`config.mk`:
```
export PLATFORM = sky130hd
export DESIGN_NAME = riscv32ima_fetch
export DESIGN_NICKNAME = d
export VERILOG_FILES = /design/src/rtl/riscv32ima_pkg.sv /design/src/rtl/riscv32ima_fetch_fifo.sv /design/src/rtl/riscv32ima_fetch.sv
export SDC_FILE = /design/constraint.sdc
export NUM_CORES = 1
export LEC_CHECK = 0
export CAP_MARGIN = 20
export CORE_MARGIN = 3
export CORE_UTILIZATION = 58
export CTS_CLUSTER_DIAMETER = 150
export DETAILED_ROUTE_END_ITERATION = 8
export DONT_BUFFER_PORTS = 1
export HOLD_SLACK_MARGIN = 0.12
export PLACE_DENSITY = 0.85
export SLEW_MARGIN = 0
export SYNTH_ARGS = -nofsm -noshare
export SYNTH_HDL_FRONTEND = slang
export SYNTH_HIERARCHICAL = 1
export SYNTH_SLANG_ARGS = --single-unit
```
`constraint.sdc`:
```
create_clock -name clk -period 3 [get_ports clk]
set_input_delay 0.6 -clock clk [delete_from_list [all_inputs] [get_ports clk]]
set_output_delay 0.6 -clock clk [all_outputs]
set_load 0.02 [all_outputs]
```
`src/rtl/riscv32ima_pkg.sv`:
```
// Shared definitions for the riscv32ima core: base opcodes, instruction size
// and the default fetch start address.
package riscv32ima_pkg;

  localparam int          INST_BYTES       = 4;
  localparam logic [31:0] DEFAULT_RESET_PC = 32'h0000_0000;

  typedef enum logic [6:0] {
    LOAD     = 7'b000_0011,
    MISC_MEM = 7'b000_1111,
    OP_IMM   = 7'b001_0011,
    AUIPC    = 7'b001_0111,
    STORE    = 7'b010_0011,
    AMO      = 7'b010_1111,
    OP       = 7'b011_0011,
    LUI      = 7'b011_0111,
    BRANCH   = 7'b110_0011,
    JALR     = 7'b110_0111,
    JAL      = 7'b110_1111,
    SYSTEM   = 7'b111_0011
  } opcode_t;

  // Clear the two byte-offset bits of a 32-bit address.
  function automatic logic [31:0] word_align(input logic [31:0] addr);
    return {addr[31:2], 2'b00};
  endfunction

endpackage

```
`src/rtl/riscv32ima_fetch_fifo.sv`:
```
// Small synchronous FIFO holding {address, instruction} pairs for the fetch
// stage. Head entry is visible combinationally from the storage registers;
// flush empties the buffer in one cycle.
module riscv32ima_fetch_fifo #(
  parameter  int WIDTH = 64,
  parameter  int DEPTH = 4,
  localparam int PW    = $clog2(DEPTH),
  localparam int CW    = PW + 1
) (
  input  logic             clk,
  input  logic             nrst,
  input  logic             push,
  input  logic [WIDTH-1:0] push_data,
  input  logic             pop,
  input  logic             flush,
  output logic [WIDTH-1:0] head,
  output logic [CW-1:0]    count
);

  logic [WIDTH-1:0] mem [DEPTH];
  logic [PW-1:0]    wr_ptr;
  logic [PW-1:0]    rd_ptr;

  assign head = mem[rd_ptr];

  // Storage, pointers and occupancy; flush overrides any push or pop.
  always_ff @(posedge clk or negedge nrst) begin
    if (!nrst) begin
      for (int i = 0; i < DEPTH; i++) begin
        mem[i] <= '0;
      end
      wr_ptr <= '0;
      rd_ptr <= '0;
      count  <= '0;
    end else if (flush) begin
      wr_ptr <= '0;
      rd_ptr <= '0;
      count  <= '0;
    end else begin
      if (push) begin
        mem[wr_ptr] <= push_data;
        wr_ptr      <= wr_ptr + PW'(1'b1);
      end
      if (pop) begin
        rd_ptr <= rd_ptr + PW'(1'b1);
      end
      count <= count + CW'(push) - CW'(pop);
    end
  end

endmodule

```
`src/rtl/riscv32ima_fetch.sv`:
```
// Instruction fetch stage: owns the fetch PC, issues in-order word reads to
// instruction memory under a credit limit equal to the buffer depth, buffers
// returned words and presents them to decode. A writeback redirect flushes
// the buffer and marks every still-outstanding response as stale.
module riscv32ima_fetch
  import riscv32ima_pkg::*;
#(
  parameter int                    ADDR_WIDTH = 32,
  parameter int                    DATA_WIDTH = 64,
  parameter int                    INST_WIDTH = 32,
  parameter int                    FIFO_DEPTH = 4,
  parameter logic [ADDR_WIDTH-1:0] RESET_PC   = ADDR_WIDTH'(DEFAULT_RESET_PC)
) (
  input  logic                  clk,
  input  logic                  nrst,
  output logic                  imem_req_valid,
  input  logic                  imem_req_ready,
  output logic [ADDR_WIDTH-1:0] imem_req_addr,
  input  logic                  imem_rsp_valid,
  input  logic [INST_WIDTH-1:0] imem_rsp_data,
  output logic                  fetch_valid,
  input  logic                  fetch_ready,
  output logic [ADDR_WIDTH-1:0] fetch_address,
  output logic [DATA_WIDTH-1:0] fetch_data,
  input  logic                  wback_pc_wen,
  input  logic [ADDR_WIDTH-1:0] wback_pc
);

  localparam int CW = $clog2(FIFO_DEPTH) + 1;  // holds 0..FIFO_DEPTH
  localparam int FW = CW + 1;                  // holds in_flight + count
  localparam logic [ADDR_WIDTH-1:0] PC_STEP = ADDR_WIDTH'(INST_BYTES);

  logic [ADDR_WIDTH-1:0] req_pc;
  logic [ADDR_WIDTH-1:0] rsp_pc;
  logic [CW-1:0]         in_flight;
  logic [CW-1:0]         drop_cnt;
  logic [CW-1:0]         count;
  logic [FW-1:0]         credit_used;
  logic [ADDR_WIDTH-1:0] redirect_pc;
  logic                  pop;
  logic                  push;
  logic                  req_fire;
  logic [ADDR_WIDTH+INST_WIDTH-1:0] head;

  assign redirect_pc = {wback_pc[ADDR_WIDTH-1:2], 2'b00};
  assign fetch_valid = (count != '0);
  assign pop         = fetch_valid && fetch_ready;
  // Slots already promised: outstanding reads plus buffered words, minus the
  // one leaving this cycle. A new request is allowed only if it still fits.
  assign credit_used    = FW'(in_flight) + FW'(count) - FW'(pop);
  assign imem_req_valid = nrst && !wback_pc_wen && (credit_used < FW'(FIFO_DEPTH));
  assign imem_req_addr  = req_pc;
  assign req_fire       = imem_req_valid && imem_req_ready;
  assign push           = imem_rsp_valid && (drop_cnt == '0) && !wback_pc_wen;

  assign fetch_address = head[ADDR_WIDTH+INST_WIDTH-1:INST_WIDTH];
  assign fetch_data    = {{(DATA_WIDTH-INST_WIDTH){1'b0}}, head[INST_WIDTH-1:0]};

  // PC registers plus outstanding/stale response bookkeeping.
  always_ff @(posedge clk or negedge nrst) begin
    if (!nrst) begin
      req_pc    <= RESET_PC;
      rsp_pc    <= RESET_PC;
      in_flight <= '0;
      drop_cnt  <= '0;
    end else begin
      in_flight <= in_flight + CW'(req_fire) - CW'(imem_rsp_valid);
      if (wback_pc_wen) begin
        req_pc   <= redirect_pc;
        rsp_pc   <= redirect_pc;
        drop_cnt <= in_flight - CW'(imem_rsp_valid);
      end else begin
        if (req_fire) begin
          req_pc <= req_pc + PC_STEP;
        end
        if (imem_rsp_valid && (drop_cnt != '0)) begin
          drop_cnt <= drop_cnt - CW'(1'b1);
        end
        if (push) begin
          rsp_pc <= rsp_pc + PC_STEP;
        end
      end
    end
  end

  riscv32ima_fetch_fifo #(
    .WIDTH (ADDR_WIDTH + INST_WIDTH),
    .DEPTH (FIFO_DEPTH)
  ) u_fifo (
    .clk       (clk),
    .nrst      (nrst),
    .push      (push),
    .push_data ({rsp_pc, imem_rsp_data}),
    .pop       (pop),
    .flush     (wback_pc_wen),
    .head      (head),
    .count     (count)
  );

endmodule

```
==> impl_metrics.csv <==
group,metric,value,unit
sta,setup_viol,1,
synth,syn_inst,1108,
clocking,cts_tree,"yes",
setup_path,crit_chain,"inv_2 > nand3_4 > and2_4 > ha_4 > inv_2 > ha_4 > and3b_2 > o211ai_1 > o41ai_2 > and3_4",
drt,drt-wirelength-per-cell,22.6,µm
sta,hold_viol,329,
global_route,use_met1,30.6,%
sta,drv_slew,0,
setup_path,cp_num_buf_inv,2,
clocking,cts_max_path_buffers,3,
clocking,clk_pin_slew,0.06,ns
synth,syn_area_per_cell,15.0,µm²
sta,whs,-0.211,ns
synth,ys_ff,329,
floorplan,initCoreUtil,59.3,%
synth,synth-edff-count,0,
global_route,grt_antenna_before_repair,0,
job,cap_violations,0,
outcome,status,"finished with violations",
sta,final.setup.tns,-0.0275,ns
sta,finalWorstSetupSlack,-0.0275,ns
cells_and_area,seq_share,45.3,%
drt,dr.pass1.iters,4,
cells_and_area,layout-drive-gt1-share,39.8,%
cells_and_area,final_layout_top_logic_cell,"dfrtp_1",
power,swShare,31.1,%
power,peakVddDrop,0.529,mV
power,seq_power_share,39.5,%
setup_path,cp_top_family,"simple AND/OR/NAND/NOR gates",
outcome,violations,"negative hold slack, negative setup slack",
cells_and_area,clk_share,6.73,%
sta,rsz0062_at_grt,"yes",
synth,area_leaders,"dfrtp_1 (50%), mux2_4 (16%), mux4_2 (8.7%)",
cells_and_area,stdcell_count,1539,
placement,dp.cells,1458,
synth,yosys.area_share.aoi,3.22,%
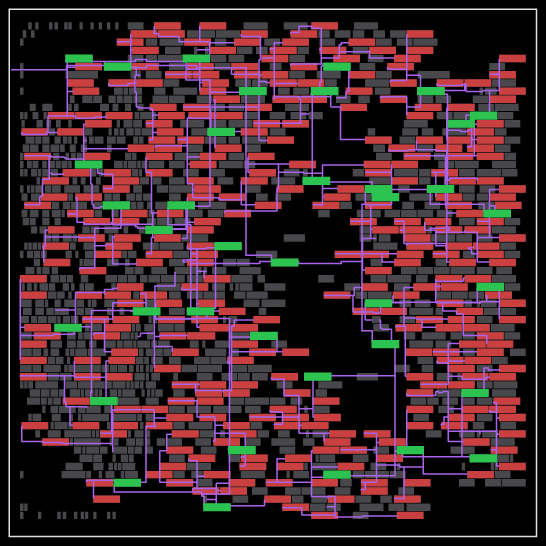
(images/clock_map.png)
(3 px per µm)
Red is flip-flops, count 329. Green is cells driving clock nets, count 37. Purple is clock wires, length 4,060 µm.
There are 38 routed clock nets. Position of the flops: spread over the die.
final clock skew: 0.0158 ns
clock network power consumption: 4500 µW
Clk pwr share: 30.9%
clk_lat worst skew: 0.51 ns

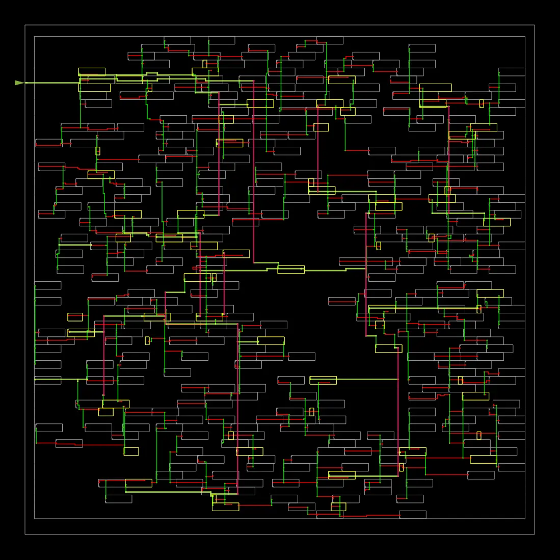
(images/final_clocks.png)
CTS buffer count: 37
Num Clock Sinks: 329

Power and IR drop assume default switching activity.
